==> run_1/congestion_map.png <==
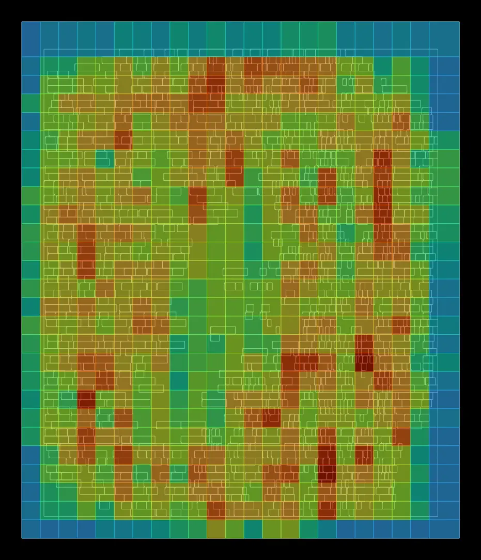
==> run_1/m3.png <==
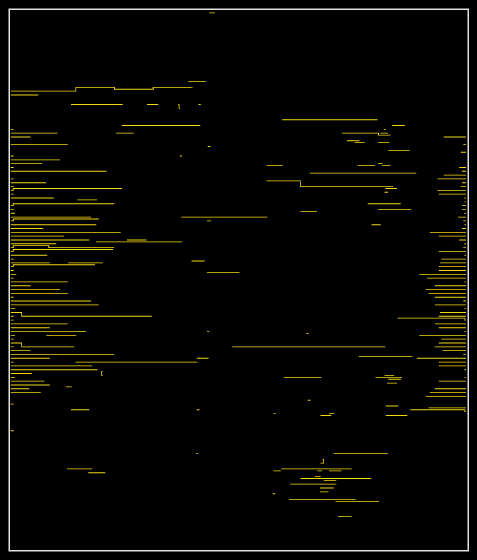
==> run_1/ff_map.png <==
The bar under the picture is 50 um long. Other sequential cells in the stronger gray, the rest of the logic in the fainter gray.
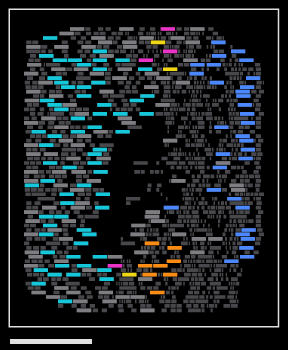
[src/rtl/nasti_narrower_reader.sv]
// nasti_narrower_reader: read-channel width converter from a wide NASTI master
// to a narrow NASTI slave. One master request becomes one slave burst; narrow
// beats are packed into wide R beats. One transaction is outstanding at a time.
module nasti_narrower_reader #(
  parameter int ID_WIDTH          = 2,
  parameter int ADDR_WIDTH        = 32,
  parameter int MASTER_DATA_WIDTH = 64,
  parameter int SLAVE_DATA_WIDTH  = 32,
  parameter int USER_WIDTH        = 1
) (
  input  logic                         clk,
  input  logic                         rstn,
  // master AR
  input  logic [ID_WIDTH-1:0]          master_ar_id,
  input  logic [ADDR_WIDTH-1:0]        master_ar_addr,
  input  logic [7:0]                   master_ar_len,
  input  logic [2:0]                   master_ar_size,
  input  logic [1:0]                   master_ar_burst,
  input  logic                         master_ar_lock,
  input  logic [3:0]                   master_ar_cache,
  input  logic [2:0]                   master_ar_prot,
  input  logic [3:0]                   master_ar_qos,
  input  logic [3:0]                   master_ar_region,
  input  logic [USER_WIDTH-1:0]        master_ar_user,
  input  logic                         master_ar_valid,
  output logic                         master_ar_ready,
  // master R
  output logic [ID_WIDTH-1:0]          master_r_id,
  output logic [MASTER_DATA_WIDTH-1:0] master_r_data,
  output logic [1:0]                   master_r_resp,
  output logic                         master_r_last,
  output logic [USER_WIDTH-1:0]        master_r_user,
  output logic                         master_r_valid,
  input  logic                         master_r_ready,
  // slave AR
  output logic [ID_WIDTH-1:0]          slave_ar_id,
  output logic [ADDR_WIDTH-1:0]        slave_ar_addr,
  output logic [7:0]                   slave_ar_len,
  output logic [2:0]                   slave_ar_size,
  output logic [1:0]                   slave_ar_burst,
  output logic                         slave_ar_lock,
  output logic [3:0]                   slave_ar_cache,
  output logic [2:0]                   slave_ar_prot,
  output logic [3:0]                   slave_ar_qos,
  output logic [3:0]                   slave_ar_region,
  output logic [USER_WIDTH-1:0]        slave_ar_user,
  output logic                         slave_ar_valid,
  input  logic                         slave_ar_ready,
  // slave R
  input  logic [ID_WIDTH-1:0]          slave_r_id,
  input  logic [SLAVE_DATA_WIDTH-1:0]  slave_r_data,
  input  logic [1:0]                   slave_r_resp,
  input  logic                         slave_r_last,
  input  logic [USER_WIDTH-1:0]        slave_r_user,
  input  logic                         slave_r_valid,
  output logic                         slave_r_ready
);

  localparam int MCS       = $clog2(MASTER_DATA_WIDTH / 8);
  localparam int SCS       = $clog2(SLAVE_DATA_WIDTH / 8);
  localparam int LANE_MASK = (1 << (MCS - SCS)) - 1;

  typedef enum logic [1:0] {S_IDLE, S_AR, S_R} state_t;

  state_t                   state, state_nxt;
  logic [ID_WIDTH-1:0]      id_q;
  logic [ADDR_WIDTH-1:0]    addr_q;
  logic [7:0]               len_q;
  logic [2:0]               size_q;
  logic [1:0]               burst_q;
  logic                     lock_q;
  logic [3:0]               cache_q, qos_q, region_q;
  logic [2:0]               prot_q;
  logic [USER_WIDTH-1:0]    user_q;
  logic [7:0]               r_cnt;
  logic [MASTER_DATA_WIDTH-1:0] buf_q;
  logic [1:0]               resp_acc;
  logic [MASTER_DATA_WIDTH-1:0] r_data_q;
  logic [1:0]               r_resp_q;
  logic                     r_last_q, r_valid_q;
  logic [USER_WIDTH-1:0]    r_user_q;

  logic                     ar_fire, r_fire, mr_fire;
  logic [ADDR_WIDTH-1:0]    size_mask, step;
  int                       lane;
  logic [MASTER_DATA_WIDTH-1:0] merged;
  logic [1:0]               resp_merged;
  logic                     at_end, beat_done;

  // slave_r_id carries no information: the captured id is returned instead
  logic unused_slave_r_id;
  assign unused_slave_r_id = ^slave_r_id;

  // Number of narrow beats minus one needed to cover the wide request.
  function automatic logic [7:0] narrow_len(input logic [ADDR_WIDTH-1:0] a,
                                            input logic [7:0] l,
                                            input logic [2:0] s);
    logic [2:0]            sh;
    logic [ADDR_WIDTH-1:0] off;
    if (s > 3'(SCS)) begin
      sh  = s - 3'(SCS);
      off = (a & ((ADDR_WIDTH'(1) << s) - ADDR_WIDTH'(1))) >> SCS;
      return 8'((16'(l) << sh) + (16'd1 << sh) - 16'(off) - 16'd1);
    end
    return l;
  endfunction

  assign ar_fire = master_ar_valid && master_ar_ready;
  assign r_fire  = slave_r_valid && slave_r_ready;
  assign mr_fire = r_valid_q && master_r_ready;

  // Beat bookkeeping: lane select, merged buffer and master-beat completion
  always_comb begin
    // NOTE: every combinational output gets a default first so no latch is inferred.
    size_mask   = (ADDR_WIDTH'(1) << size_q) - ADDR_WIDTH'(1);
    step        = (size_q > 3'(SCS)) ? ADDR_WIDTH'(SLAVE_DATA_WIDTH / 8)
                                     : (ADDR_WIDTH'(1) << size_q);
    lane        = int'((addr_q >> SCS) & ADDR_WIDTH'(LANE_MASK));
    merged      = buf_q;
    merged[lane*SLAVE_DATA_WIDTH +: SLAVE_DATA_WIDTH] = slave_r_data;
    resp_merged = (slave_r_resp > resp_acc) ? slave_r_resp : resp_acc;
    at_end      = (r_cnt == len_q);
    beat_done   = (((addr_q & size_mask) + step) > size_mask) || at_end;
  end

  // State register
  always_ff @(posedge clk or negedge rstn) begin
    // NOTE: sequential state uses non-blocking assignments to avoid ordering races.
    if (!rstn) state <= S_IDLE;
    else       state <= state_nxt;
  end

  // Next-state logic
  always_comb begin
    state_nxt = state;
    unique case (state)
      S_IDLE: if (master_ar_valid)                         state_nxt = S_AR;
      S_AR:   if (slave_ar_ready)                          state_nxt = S_R;
      S_R:    if (mr_fire && r_last_q)                     state_nxt = S_IDLE;
      default:                                             state_nxt = S_IDLE;
    endcase
  end

  // Handshake outputs decoded from state
  always_comb begin
    master_ar_ready = (state == S_IDLE);
    slave_ar_valid  = (state == S_AR);
    slave_r_ready   = (state == S_R) && (!r_valid_q || master_r_ready);
  end

  // Request capture, beat packing and master R output stage
  always_ff @(posedge clk or negedge rstn) begin
    if (!rstn) begin
      id_q <= '0; addr_q <= '0; len_q <= '0; size_q <= '0; burst_q <= '0;
      lock_q <= 1'b0; cache_q <= '0; prot_q <= '0; qos_q <= '0; region_q <= '0;
      user_q <= '0; r_cnt <= '0; buf_q <= '0; resp_acc <= '0;
      r_data_q <= '0; r_resp_q <= '0; r_last_q <= 1'b0; r_user_q <= '0;
      r_valid_q <= 1'b0;
    end else begin
      if (ar_fire) begin
        id_q     <= master_ar_id;
        addr_q   <= master_ar_addr;
        len_q    <= narrow_len(master_ar_addr, master_ar_len, master_ar_size);
        size_q   <= master_ar_size;
        burst_q  <= master_ar_burst;
        lock_q   <= master_ar_lock;
        cache_q  <= master_ar_cache;
        prot_q   <= master_ar_prot;
        qos_q    <= master_ar_qos;
        region_q <= master_ar_region;
        user_q   <= master_ar_user;
        r_cnt    <= '0;
        buf_q    <= '0;
        resp_acc <= '0;
        assert (master_ar_burst == 2'b01)
          else $fatal(1, "nasti_narrower_reader: only INCR bursts supported");
        assert (((32'd1 << master_ar_size) * (32'(master_ar_len) + 32'd1))
                <= 32'(32 * SLAVE_DATA_WIDTH))
          else $fatal(1, "nasti_narrower_reader: request too large");
      end else if (r_fire) begin
        addr_q <= (addr_q & ~(step - ADDR_WIDTH'(1))) + step;
        r_cnt  <= r_cnt + 8'd1;
        if (beat_done) begin
          buf_q    <= '0;
          resp_acc <= '0;
        end else begin
          buf_q    <= merged;
          resp_acc <= resp_merged;
        end
        assert (slave_r_last == at_end)
          else $fatal(1, "nasti_narrower_reader: slave_r_last out of place");
      end

      if (r_fire && beat_done) begin
        r_valid_q <= 1'b1;
        r_data_q  <= merged;
        r_resp_q  <= resp_merged;
        r_last_q  <= at_end;
        r_user_q  <= slave_r_user;
      end else if (mr_fire) begin
        r_valid_q <= 1'b0;
      end
    end
  end

  assign master_r_id     = id_q;
  assign master_r_data   = r_data_q;
  assign master_r_resp   = r_resp_q;
  assign master_r_last   = r_last_q;
  assign master_r_user   = r_user_q;
  assign master_r_valid  = r_valid_q;

  assign slave_ar_id     = id_q;
  assign slave_ar_addr   = addr_q;
  assign slave_ar_len    = len_q;
  assign slave_ar_size   = (size_q > 3'(SCS)) ? 3'(SCS) : size_q;
  assign slave_ar_burst  = burst_q;
  assign slave_ar_lock   = lock_q;
  assign slave_ar_cache  = cache_q;
  assign slave_ar_prot   = prot_q;
  assign slave_ar_qos    = qos_q;
  assign slave_ar_region = region_q;
  assign slave_ar_user   = user_q;

endmodule

[config.mk]
export PLATFORM = sky130hd
export DESIGN_NAME = nasti_narrower_reader
export DESIGN_NICKNAME = d
export VERILOG_FILES = /design/src/rtl/nasti_narrower_reader.sv
export SDC_FILE = /design/constraint.sdc
export NUM_CORES = 1
export LEC_CHECK = 0
export CORE_ASPECT_RATIO = 1.2
export CORE_MARGIN = 8
export CORE_UTILIZATION = 44
export DETAILED_ROUTE_END_ITERATION = 16
export PLACE_DENSITY = 0.71
export SETUP_SLACK_MARGIN = 0.02
export SLEW_MARGIN = 30
export SYNTH_ARGS = -nofsm -noshare
export SYNTH_HDL_FRONTEND = slang
export SYNTH_SLANG_ARGS = --single-unit
[constraint.sdc]
create_clock -name clk -period 9.1 [get_ports clk]
set_clock_uncertainty 0.1 [all_clocks]
set_input_delay 1.82 -clock clk [delete_from_list [all_inputs] [get_ports clk]]
set_output_delay 1.82 -clock clk [all_outputs]
set_load 0.05 [all_outputs]
==> notes.md, run 1 <==
From the run reports.

- The pin count of the biggest net entering global routing reads 130.
- In this design, the critical path's most frequently occurring cell is inv_1.
- The startpoint type of the worst setup path is an input port.
- Of the total power, registers draw 0.295.
- The vertical die size is approximately 190 um.
- The width of the die is approximately 160 um.
- The beginning of the worst hold path is slave_ar_region[2]$_DFFE_PN0P_.
- The number of antenna cells inserted is 0.
- The cell area after technology mapping reads roughly 11,000 um^2.
- In this run the number of H-tree levels came out at 1.
- Summing all multiplexer cells gives an area fraction of 0.147.
- The post-CTS repair timing setup buffer count is 0.
- Once the clock tree was built, the resizer swapped 0 gates to a different size.
- Setup repair after global routing left no endpoint under its margin.
- The setup check on the worst reg-to-reg path leaves a slack of between 4 and 5 ns.
- The tool warning count reads 37.
- The area of the core region reads 25,500 um^2.
- The power report puts the leakage power at 7.00 nW.
- The number of warning messages in the yosys log reads 0.
- The stat command in Yosys gives a chip area of between 10,000 and 15,000 um^2.
- The worst slew margin relative to its limit is 0.445.
- The share of post-route cells with drive strength above 1 is 0.106.
- The part of the cycle the worst path needs is 0.632.
- The flow ran to the end, and the final reports show no timing, DRC or antenna violations.
- Setup total negative slack on the finished layout was measured at 0 ns.
- The yosys cell count is 1,061.
- The most critical hold endpoint after final layout shows a slack of around 0.37 ns.
- The total DRC errors in the routed layout is 0.
- The smallest clock period supported by the final layout is computed as 5.75 ns.
- The total internal power reads 2.86 mW.
- The aoi/oai-family share of the synthesized area is 0.134.
- The met1 demand-to-capacity share in global routing reads 0.239.
- The switching share of power reads 0.454.
- The transition time recorded at the tightest slew-check pin is a little over 0.8 ns.
- TritonCTS built the clock tree.
- The post-route standard cell area excluding fillers reads ~15,000 um^2.
- The HPWL after detailed placement reads about 21 mm.
- The number of enable flip-flop cells is 0.
- The total overflow left after global routing is 0.
- The report lists the cells along the critical path as clkdlybuf4s50_1, clkinv_1, ha_1, inv_1, nor3_1, and2_1, fa_1, ha_1, inv_1, fa_1, inv_1, a21o_1, a21oi_1, o21bai_1, a21oi_1, xnor2_1, o21ai_0.
- The initial cell density of the core reads 0.447.
- Per the detailed placement report, the placed cell area equals around 14,000 um^2.
- The tree is rooted in a clkbuf_16.
- The congestion estimate from routability-driven global placement came to around 0.84.
- The final timing report lists a max-slew violation count of 0.
- The synthesized netlist handed to floorplanning was reported with a cell count of ~1,100.
- The post-detailed-route via-to-cell ratio is 5.41.
- Among the non-sequential cells, multiplexers take the most area.
- The total of hold buffers inserted after clock tree synthesis reads 0.
- The count of placed standard cells including taps is between 1,500 and 2,000.
- The worst voltage drop across the vdd grid reads approximately 0.24 mV.
- The highest fanout seen on the critical path is 15.
- The endpoint of the lowest-slack register-to-register path reads master_r_data[58]$_DFFE_PN0P_.
- The maximum number of buffers from clock root to sink reads 3.
- The signed area change from the synthesized netlist to the final layout is 31.8%.
- The wire length of the first global-routing pass reads ~50 mm.
- The clock-pin slew of the registers on the worst-case setup and hold paths reads approximately 0.060 ns.
- The area of the die reads between 30,000 and 40,000 um^2.
- Per the TritonCTS log, the buffer count is 23.
- The dominant register cell in the synthesized netlist reads dfrtp_1.
- The net switching power in the latest report is around 2.4 mW.
Back to the opening pictures, congestion_map.png:
GRT Util Overall: 0.192
routed length per instance: 18.4 um
GR Layer Usage met2: 0.331

Back to the opening pictures, m3.png:
- longest straight run: 54.3 um
- wire length on this layer: 2,260 um
- share of all routed wire: 7.3%
- nets with wire on the layer: 179
vias: 9,056
fraction of met3 tracks used by global routing: 0.0480

Back to the opening pictures, ff_map.png:
- cyan: `buf_q` (placed flops 64)
- orange: `slave_ar_len` (placed flops 8; where south)
- blue: `slave_ar_addr` (placed flops 32)
- magenta: `slave_ar_region` (placed flops 4)
- yellow: `slave_ar_prot` (placed flops 3)
- not colored: 98

run 1: cells by family (layout without fill, tap and decap cells):
group | count (synthesis) | after routing
buf+inv | 103 | 337
other cells | 2 | 51
simple gates | 282 | 282
fa+ha+maj | 66 | 66
flops | 209 | 209
mux | 148 | 148
compound gates | 216 | 216
xor+xnor | 35 | 35
run 1: metrics by stage:
step                      total power, mW  worst slack (ns)   util
after floorplan                      3.39              3.83      -
after global placement               4.28              2.94  0.558
after detailed placement             4.33              2.85  0.559
after CTS                            5.31              3.38  0.589
after global routing                 5.55              3.00  0.589
final                                5.25              3.35  0.589
run 1: critical path, delay by kind of cell:
| family | cells | cell delay (ns) |
|---|---|---|
| buffers and inverters | 5 | 1.57 |
| AND/OR/NAND/NOR | 2 | 0.30 |
| adder cells (fa/ha/maj) | 4 | 1.41 |
| XOR/XNOR | 1 | 0.13 |
| AND-OR/OR-AND | 5 | 0.79 |
run 1: Yosys cell counts, drive strengths merged, types with 13 or more instances:
cell type,count,area [um^2]
a21oi,32,160
a22o,66,578
and3,14,87.6
buf,25,153
clkbuf,32,120
dfrtp,209,5230
ha,57,713
inv,45,169
mux2,132,1490
mux2i,13,130
nand2,137,514
nand3,22,110
nand4,16,100
nor2,41,156
o21ai,55,275
xnor2,15,131
xor2,20,175
run 1: how the worst max path moves through the flow:
stage,end,slack (ns),cells past startpoint,startpoint
finish,slave_ar_len[7]$_DFFE_PN0P_,3.35,17,master_ar_size[1]
global route,slave_ar_len[7]$_DFFE_PN0P_,3.00,14,master_ar_size[1]
CTS,slave_ar_len[7]$_DFFE_PN0P_,3.38,17,master_ar_size[1]
detailed placement,slave_ar_len[7]$_DFFE_PN0P_,2.85,17,master_ar_size[1]
global placement,slave_ar_len[7]$_DFFE_PN0P_,2.94,17,master_ar_size[1]
floorplan,slave_ar_len[7]$_DFFE_PN0P_,3.83,17,master_ar_size[1]
run 1: registers in the layout, summed over array words and instances (netlist names), 4 cells and up:
register         flops
slave_ar_addr       32
buf_q               64
slave_ar_len         8
slave_ar_region      4
r_cnt                8
master_r_data       64
slave_ar_qos         4
slave_ar_cache       4
run 1: power by group through the flow:
stage	clock [mW]	combinational [mW]	sequential, mW
2_1_floorplan	0	1.05	2.34
3_5_place_dp	0	2.77	1.56
3_3_place_gp	0	2.74	1.55
6_report	0.948	2.75	1.55
4_1_cts	0.975	2.78	1.55
5_1_grt	1.01	2.95	1.60
run 1: routing by layer:
layer | vias up | share of wire
met1 | 4455 | 0.42
met5 | - | 0.00042
li1 | 4285 | -
met2 | 265 | 0.49
met3 | 49 | 0.073
met4 | 2 | 0.016
run 1: area by class of cell:
| type | instances | area, um^2 |
|---|---|---|
| Inverter | 46 | 173 |
| Clock buffer | 30 | 632 |
| Timing Repair Buffer | 252 | 2520 |
| Sequential cell | 209 | 5230 |
| Clock inverter | 9 | 128 |
| Multi-Input combinational cell | 798 | 5950 |
| Fill cell | 2127 | 10500 |
| Tap cell | 330 | 413 |
==> run 2, diff against run 1 <==
clock period = 5.35 ns   (was 9.1 ns; I/O delays follow)
==> run_2/gates.png <==
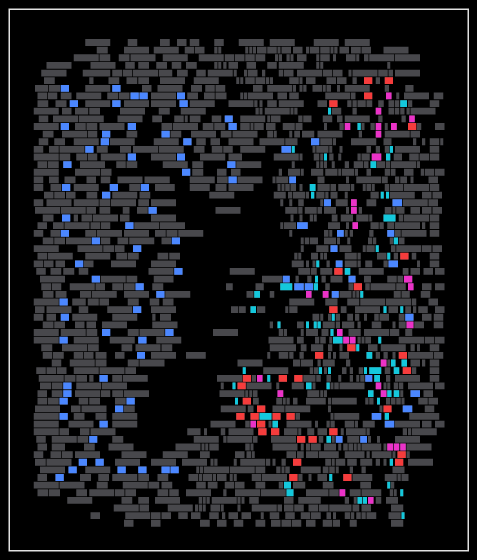
- cyan: nor cells (cells 67)
- magenta: and/or cells (cells 30)
- red: xor and xnor cells (cells 35)
- blue: non-inverting ao/oa cells (cells 88)
highest-count logic cell in the final layout: clkdlybuf4s50_1
logic gate fraction of the total cell area: 0.393
final instance count without filler cells: 1,683

==> run 2 against run 1 <==
Compared with the run above:
- critical path type is now reg -> reg
- highest routed layer unchanged
- sequential share of layout area decreased by 0.23 points
- largest cell class unchanged
- largest power group unchanged
- register-to-register slack got worse by 3.7 ns
- sequential power rose by about 70%
==> notes.md, run 2 <==
From the run reports.

- Per the synth log, the flip-flop and latch total comes to 209.
- The total DRC errors in the routed layout is 0 (unchanged).
- Per the final timing report, the hold violations number 0.
- The cell at the slowest stage of the critical path reads a211oi_4.
- Per the run summary, max-cap violations total 0.
- The run finished with clean final reports.
- The initial cell density of the core is 0.447 (unchanged).
- Yosys attributes the largest share of cell area to dfrtp_1, mux2_2, ha_1.
- The clock insertion delay at the later pin of the skew report is roughly 0.5 ns.
- The filler cell count reads 2,139 (+0.56%).
- The pin count of the biggest net entering global routing was 91 (-30%).
- The width of the die is 163 um (unchanged).
- STA classifies the critical path endpoint as a register.
- The number of warning messages in the yosys log reads 0 (unchanged).
- The number of placed I/O pins reads approximately 250.
- The final estimated routing congestion in global placement came to 0.833 (-0.73%).
- The HPWL after detailed placement reads 21.6 mm (+2.3%).
- The post-route setup TNS is 0 ns (unchanged).
- In the synthesized netlist the async set-or-reset flop fraction comes to 1.00.
- The fraction of the yosys area taken by sequential cells is 0.458.
- STA classifies the critical path startpoint as a register.
- The kind of cell adding the most delay to the critical path reads simple AND/OR/NAND/NOR gates.
- The pin slew with the least headroom to its limit was 0.957 ns (+0.127 ns).
- The clock root buffer reads clkbuf_16.
- The total power after layout is 8.92 mW (+70%).
- The data arrival time reported for the critical path is between 4 and 5 ns.
- The routed length per instance is 18.1 um (-1.3%).
- The count of port buffers added during placement is ~240.
- The startpoint identified for the worst hold timing path is slave_ar_region[3]$_DFFE_PN0P_.
- The beginning of the worst register-to-register path is size_q[1]$_DFFE_PN0P_.
- By instance count after routing, the leading logic cell types are clkdlybuf4s50_1, dfrtp_1, nand2_1.
- The yosys cell count reads 1,061 (unchanged).
- The tool warning count is 35 (-5.4%).
- The post-synth area from yosys stat came to 11,400 um^2 (unchanged).
- The CTS sink count reads 209.
- The cell depth of the worst min-delay path reads 2.
- Counting I/O delays and the setup requirement, the final critical path takes around 4.7 ns.
- The number of antenna cells inserted was 0 (unchanged).
- The worst slew margin relative to its limit is 0.362 (-0.0828).
- The area of the core region reads 25,500 um^2 (unchanged).
- The end-of-flow core utilization reads 0.593 (+0.00392).
- Setup repair after global routing left no endpoint under its margin.
- The final count of negative-setup-slack endpoints is 0.
- The initial antenna violation count reads 1.
- The final timing summary puts the cycle share of the worst path at 0.871.
- The worst voltage drop across the vdd grid was 0.378 mV (+60%).
- The number of nets still failing antenna checks after routing reads 0.
- The synthesis stats list as the most numerous cell dfrtp_1.
- TritonCTS built the clock tree.
- On the worst path, the slowest cell contributes a delay of a little under 0.6 ns.
- The area of the die is 31,400 um^2 (unchanged).
- The buffer and inverter count on the worst path is 3 (-2).
- The cell type that accounts for the most area after synthesis is dfrtp_1.
- The endpoint of the worst hold-timing path reads slave_ar_region[3]$_DFFE_PN0P_.
- The iteration count recorded for the first detailed-route pass is 4.
- The maximum number of buffers from clock root to sink reads 3 (unchanged).
- The number of global-route vias before repair reads between 9,000 and 10,000.
- The number of max-slew violations in the final report is 0 (unchanged).
- The count of placed standard cells including taps is 1,642 (+0.43%).
- The top cell type's share of synthesized area is 0.458 (unchanged).
- The mean instance size in the synthesized netlist reads 10.8 um^2.
- The power per cell area is between 500 and 600 nW/um^2.
- The count of cells resized by post-cts repair came to 0 (unchanged).
- The total routing usage reported by global routing is 0.194 (+0.00175).
- In this run the critical register-to-register path is captured at master_r_data[41]$_DFFE_PN0P_.
- The highest fanout seen on the critical path reads 29 (+14).
- The cell count of the worst reg-to-reg path is 20.
- The total of hold buffers inserted after clock tree synthesis reads 0 (unchanged).
- The post-detailed-route via-to-cell ratio was 5.34 (-1.4%).
- The startpoint-to-endpoint class of the critical path is reg -> reg.
- The commonest cells after synthesis are dfrtp_1, nand2_1, mux2_2, a22o_1.
- The aggregate routed wire length reads roughly 31 mm.
- The clock-pin slew of the registers on the worst-case setup and hold paths was 0.06 ns (about the same).
- The number of rows created at floorplan is 64.
- The number of enable flip-flop cells reads 0 (unchanged).
- Counting distinct cell types in the post-synthesis netlist gives between 60 and 70.
- The data required time of the critical path is about 5.6 ns.
- The starting DRC count in detailed routing is between 500 and 600.
- The post-CTS repair timing setup buffer count was 0 (unchanged).
- The vertical die size is 192 um (unchanged).
- The number of buffers inserted during clock tree synthesis is 23 (unchanged).
- The gate count after technology mapping was 1,061 (unchanged).
- The total global routing overflow is 0 (unchanged).
- The wire length of the first global-routing pass came to 49.8 mm (+0.78%).
- The dominant register cell in the synthesized netlist reads dfrtp_1.
- The overall via count from detail_route is 8,980 (-0.84%).
- The share of post-route cells with drive strength above 1 came to 0.113 (+0.00743).
- The setup slack of the worst register-to-register path was 0.69 ns (-3.74 ns).
- The leakage power total was 7.05 nW (+0.77%).
- The finished design was reported to have a net count of 1,511.
- In this build the clock could be raised as far as around 210 MHz.
- Per the run report, area growth between synthesis and finish was 32.7%.
- The cell area after technology mapping was 11,400 um^2 (unchanged).
- The worst-case hold slack reads 0.372 ns (-0.00145 ns).
- The report lists the cells along the critical path as nor2_1, inv_1, nand2_1, inv_1, ha_1, a21oi_1, nand2b_1, a21boi_0, o21ai_0, nand2b_1, a21oi_1, xnor2_1, ha_1, and3_1, and3_1, nand3_1, nand2_1, a211oi_4, buf_12, mux2_1.
- The depth of the CTS H-tree came to 1 (unchanged).
- The worst hold path class reads reg -> reg.
[run 2: metal layers]
metal	global-route usage	share of wire	vias to the layer above
met4	0.0413	0.015	2
met1	0.241	0.42	4388
met2	0.331	0.49	239
met3	0.0551	0.080	31
met5	0	0.00043	-
li1	-	-	4320
[run 2: worst max path at each step]
stage                                startpoint                       endpoint  slack, ns  cells past startpoint
after detailed placement      master_ar_size[1]    slave_ar_len[7]$_DFFE_PN0P_       0.44                     16
after global routing      size_q[1]$_DFFE_PN0P_   master_r_data[5]$_DFFE_PN0P_       0.13                     19
final                     size_q[1]$_DFFE_PN0P_  master_r_data[41]$_DFFE_PN0P_       0.69                     20
after floorplan               master_ar_size[1]    slave_ar_len[7]$_DFFE_PN0P_       0.83                     17
after global placement        master_ar_size[1]    slave_ar_len[7]$_DFFE_PN0P_       0.51                     17
after CTS                 size_q[1]$_DFFE_PN0P_  master_r_data[41]$_DFFE_PN0P_       0.64                     19
[run 2: through the flow]
stage          instance area, um^2  setup WS [ns]
5_1_grt                      15100          0.126
4_1_cts                      15100          0.636
3_3_place_gp                 14400          0.508
6_report                     15100          0.691
2_1_floorplan                11600          0.829
3_5_place_dp                 14400          0.436
[run 2: cell families (layout without fill, tap and decap cells)]
| group | Yosys count | count (layout) | synth area share |
|---|---|---|---|
| and+or+nand+nor | 282 | 282 | 0.116 |
| AOI/OAI and AO/OA | 216 | 216 | 0.134 |
| DFF | 209 | 209 | 0.458 |
| muxes | 148 | 148 | 0.147 |
| buffers and inverters | 103 | 346 | 0.0390 |
| adders and majority gates | 66 | 66 | 0.0782 |
| xor gates and xnor gates | 35 | 35 | 0.0268 |
| other | 2 | 51 | 0.000658 |
[run 2: area by class of cell]
type,count,area [um^2],share of cell area
well taps,330,413,0.0273
flip-flops and latches,209,5230,0.345
inverters,46,173,0.0114
repair buffers,259,2620,0.173
clock buffers,34,697,0.0460
clock inverters,7,60.1,0.00396
multi-input cells,798,5950,0.393
[run 2: worst min-delay path: stages (launching register included)]
cell	delay (ns)
dfrtp_1	0.34
nand2_1	0.05
nand2_1	0.05
[run 2: where the power goes]
group | switching, mW | total [mW] | internal [mW]
sequential | 0.467 | 2.63 | 2.17
clock | 0.637 | 1.58 | 0.945
combinational | 2.96 | 4.70 | 1.75
==> run 3, diff against run 2 <==
PLACE_DENSITY = unset   (was 0.71)
PLACE_DENSITY_LB_ADDON = 0.05   (was unset)
==> run_3/gates.png <==
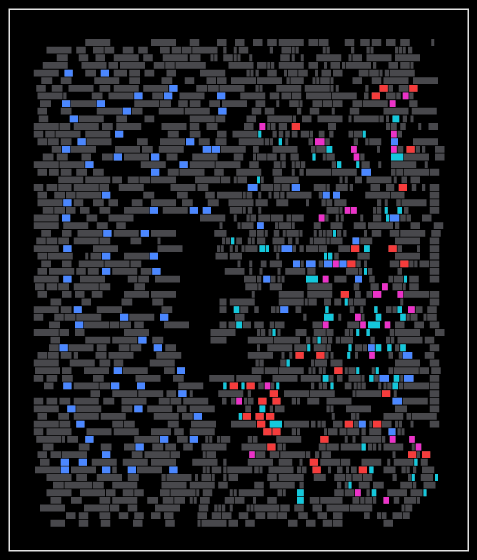
- blue: non-inverting ao/oa cells (cells 88; where spread over the die)
- red: xor and xnor cells (cells 35)
- magenta: and/or cells (cells 30)
- cyan: nor cells (cells 67)

==> run 3 against run 2 <==
Compared with the run above:
- critical path type unchanged
- hold slack worse by 0.00099 ns
- register-to-register slack better by 0.05 ns
- global-route usage hardly changed
- total power is 0.44% higher
- critical endpoint is now buf_q[35]$_DFFE_PN0P_
- non-clock buffer count is 3 lower
- clock power is 3% higher
- die area stayed put
- critical path depth stayed put
- routed wire length is 1.1% higher
- setup slack better by 0.046 ns
- final area hardly changed
==> notes.md, run 3 <==
From the run reports.

- The gate count after technology mapping is 1,061 (unchanged).
- The count of cells resized by post-cts repair is 0 (unchanged).
- The area of the core region is 25,500 um^2 (unchanged).
- The critical path goes through nor2_1, inv_1, nand2_1, fa_1, nor2b_1, o21ai_0, a21boi_0, o21ai_0, nand2b_1, a21o_1, a21o_1, ha_1, a21oi_1, nor2_1, a211oi_1, o2111ai_1, o211a_2, o21ai_2, buf_4, a22o_1.
- The data required time of the critical path is 5.70 ns (+0.08 ns).
- The CTS sink count is 209 (unchanged).
- The hold violation count in the final report reads 0 (unchanged).
- The post-synth area from yosys stat is 11,400 um^2 (unchanged).
- The post-detailed-route via-to-cell ratio is 5.28 (-1.1%).
- The vertical die size reads 192 um (unchanged).
- The post-route standard cell area excluding fillers is 15,100 um^2 (about the same).
- Counting instances in the post-synthesis netlist gives the leading cell types as dfrtp_1, nand2_1, mux2_2, a22o_1.
- The number of different library cells in the post-synthesis netlist is 64 (unchanged).
- The fmax reads 217 MHz (+1.0%).
- The initial antenna violation count is 1 (unchanged).
- The number of placed I/O pins was 246 (unchanged).
- The cell count along the critical path reads 20 (unchanged).
- By area the synthesized netlist is led by dfrtp_1, mux2_2, ha_1.
- The cell depth of the worst min-delay path is 2 (unchanged).
- The HPWL after detailed placement is 21.4 mm (-1.2%).
- The total DRC errors in the routed layout reads 0 (unchanged).
- The share of post-route cells with drive strength above 1 is 0.110 (-0.00296).
- The clock insertion delay at the later pin of the skew report is 0.53 ns (+0.03 ns).
- The count of port buffers added during placement is 241 (unchanged).
- The wire length of the first global-routing pass came to 49.5 mm (-0.64%).
- The cell count of the worst reg-to-reg path came to 20 (unchanged).
- The initial cell density of the core reads 0.447 (unchanged).
- The overall via count from detail_route was 8,887 (-1.0%).
- The final estimated routing congestion in global placement was 0.823 (-1.2%).
- The most instantiated library cell after synthesis reads dfrtp_1.
- Setup repair after global routing left no endpoint under its margin.
- The arrival time of data at the critical path endpoint is 4.96 ns (+0.03 ns).
- The routed length per instance is 18.3 um (+1.1%).
- The final non-filler cell total came to 1,684 (+0.059%).
- The cell at the slowest stage of the critical path reads dfrtp_1.
- The fraction of registers with async set or reset after synthesis is 1.00 (unchanged).
- The most instantiated logic cell after routing is clkdlybuf4s50_1.
- The startpoint type of the worst setup path is a register.
- In the layout the commonest cells are clkdlybuf4s50_1, dfrtp_1, nand2_1.
- The number of rows created at floorplan reads 64 (unchanged).
- The number of buffers inserted during clock tree synthesis is 24 (+4.3%).
- The total of hold buffers inserted after clock tree synthesis reads 0 (unchanged).
- The worst voltage drop across the vdd grid reads 0.382 mV (+1.2%).
- The post-route setup TNS was 0 ns (unchanged).
- The post-CTS repair timing setup buffer count is 0 (unchanged).
- The aggregate routed wire length reads 30.9 mm (+1.1%).
- The count of placed standard cells including taps came to 1,639 (-0.18%).
- The number of register bits inferred by synthesis is 209 (unchanged).
- The clock tree from TritonCTS is built.
- The maximum number of buffers from clock root to sink reads 3 (unchanged).
- The beginning of the worst register-to-register path reads size_q[1]$_DFFE_PN0P_.
- The total global routing overflow is 0 (unchanged).
- The run finished with clean final reports.
- The depth of the CTS H-tree reads 1 (unchanged).
- The startpoint-to-endpoint class of the critical path is reg -> reg.
- The cell area after technology mapping is 11,400 um^2 (unchanged).
- The number of warning messages in the yosys log is 0 (unchanged).
- The critical path's largest stage delay was 0.47 ns (-0.11 ns).
- The fraction of the yosys area taken by sequential cells is 0.458 (unchanged).
- The worst slew margin relative to its limit is 0.488 (+0.126).
- The number of nets still failing antenna checks after routing came to 0 (unchanged).
- The dominant register cell in the synthesized netlist is dfrtp_1.
- Per STA, the startpoint of the critical path is size_q[1]$_DFFE_PN0P_.
- The number of global-route vias before repair reads 9,149 (-2.6%).
- The starting DRC count in detailed routing is 444 (-13%).
- The kind of capture point of the worst setup path is a register.
- The leading area contributor after synthesis is dfrtp_1.
- The yosys cell count is 1,061 (unchanged).
- The tool warning count was 35 (unchanged).
- The final count of negative-setup-slack endpoints is 0 (unchanged).
- The number of enable flip-flop cells reads 0 (unchanged).
- The minimum clock period after layout is 4.61 ns (-0.0462 ns).
- The tally of max-capacitance violations was 0 (unchanged).
- The mean instance size in the synthesized netlist is 10.8 um^2 (unchanged).
- The pin count of the biggest net entering global routing was 79 (-13%).
- STA reports the tightest min-delay check as being of type reg -> reg.
- The pin slew with the least headroom to its limit reads 0.768 ns (-0.189 ns).
- The clock-pin slew of the registers on the worst-case setup and hold paths is 0.06 ns (about the same).
- The number of nets at the end of the flow reads 1,509 (-0.13%).
- The number of max-slew violations in the final report was 0 (unchanged).
- The signed area change from the synthesized netlist to the final layout reads 32.5% (about the same).
- The instance area at placement is 14,300 um^2 (-0.32%).
- The filler cell count reads 2,231 (+4.3%).
- In this design, the largest share of critical-path delay is due to AND-OR/OR-AND gates.
- The count of TritonRoute iterations in the first routing pass is 5 (+1).
## run 3: path summary, 6_finish.rpt
check                                            endpoint  slack, ns
max                                 buf_q[35]$_DFFE_PN0P_       0.74
min                        slave_ar_region[3]$_DFFE_PN0P_       0.37
max reg2reg                         buf_q[35]$_DFFE_PN0P_       0.74
min reg2reg                slave_ar_region[3]$_DFFE_PN0P_       0.37
max in group asynchronous   master_r_data[18]$_DFFE_PN0P_       3.60
min in group asynchronous   master_r_data[41]$_DFFE_PN0P_       0.39
## run 3: kinds of logic after synthesis
logic type | after synthesis | synth area share
flip-flops | 209 | 0.458
adder cells (fa/ha/maj) | 66 | 0.0782
XOR/XNOR | 35 | 0.0268
multiplexers | 148 | 0.147
other | 2 | 0.000658
buffers and inverters | 103 | 0.0390
AND/OR/NAND/NOR | 282 | 0.116
AND-OR/OR-AND | 216 | 0.134
## run 3: stage by stage
stage / total power, mW / setup slack (ns) / utilization / hold slack [ns]
after CTS: 9.05 / 0.678 / 0.592 / 0.376
after global placement: 7.32 / 0.572 / 0.560 / 0.357
after global routing: 9.47 / 0.239 / 0.592 / 0.390
after floorplan: 5.77 / 0.829 / - / 0.360
final: 8.96 / 0.737 / 0.592 / 0.371
after detailed placement: 7.37 / 0.549 / 0.561 / 0.361
## run 3: cell type report
| class | instances | area [um^2] | area share |
|---|---|---|---|
| antenna | 1 | 2.50 | 0.000165 |
| clock buffer | 36 | 706 | 0.0466 |
| clock inverter | 8 | 80.1 | 0.00529 |
| inverter | 46 | 173 | 0.0114 |
| multi-input combinational | 798 | 5950 | 0.393 |
| sequential | 209 | 5230 | 0.346 |
| tap | 330 | 413 | 0.0273 |
| timing repair buffer | 256 | 2580 | 0.170 |
## run 3: metal layers
metal / up-vias / GRT usage / wire length (um)
li1: 4299 / - / -
met1: 4371 / 0.251 / 13500
met2: 185 / 0.326 / 15100
met3: 32 / 0.0444 / 1850
met4: 0 / 0.0449 / 491
met5: - / 0 / 0
## run 3: worst register-to-register path, delay by kind of cell, from the launching register on
kind	cells	cell delay, ns
and+or+nand+nor	5	0.74
buffers and inverters	2	0.64
DFF	1	0.47
adders and majority gates	2	0.41
AOI/OAI and AO/OA	11	2.17
## run 3: report_power, final
group	switching, mW	internal (mW)
combinational	2.96	1.74
clock	0.666	0.960
sequential	0.468	2.17

==> layout pictures side by side <==
Met2 routing.
The bar under the picture is 50 um long.
image #1
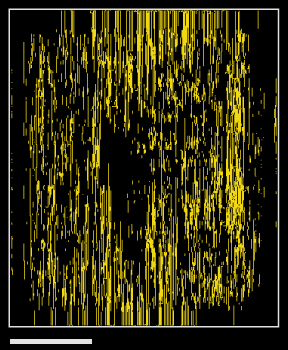
image #2
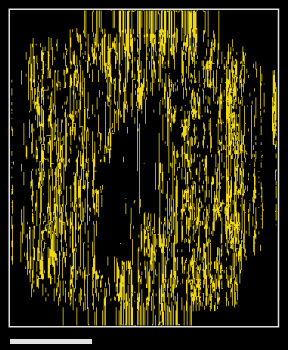
Image #1 is run 3.
Image #2 is run 1.

Key to image #2:
- main direction: vertical
- longest straight run: 54.7 um

Power and IR drop assume default switching activity.
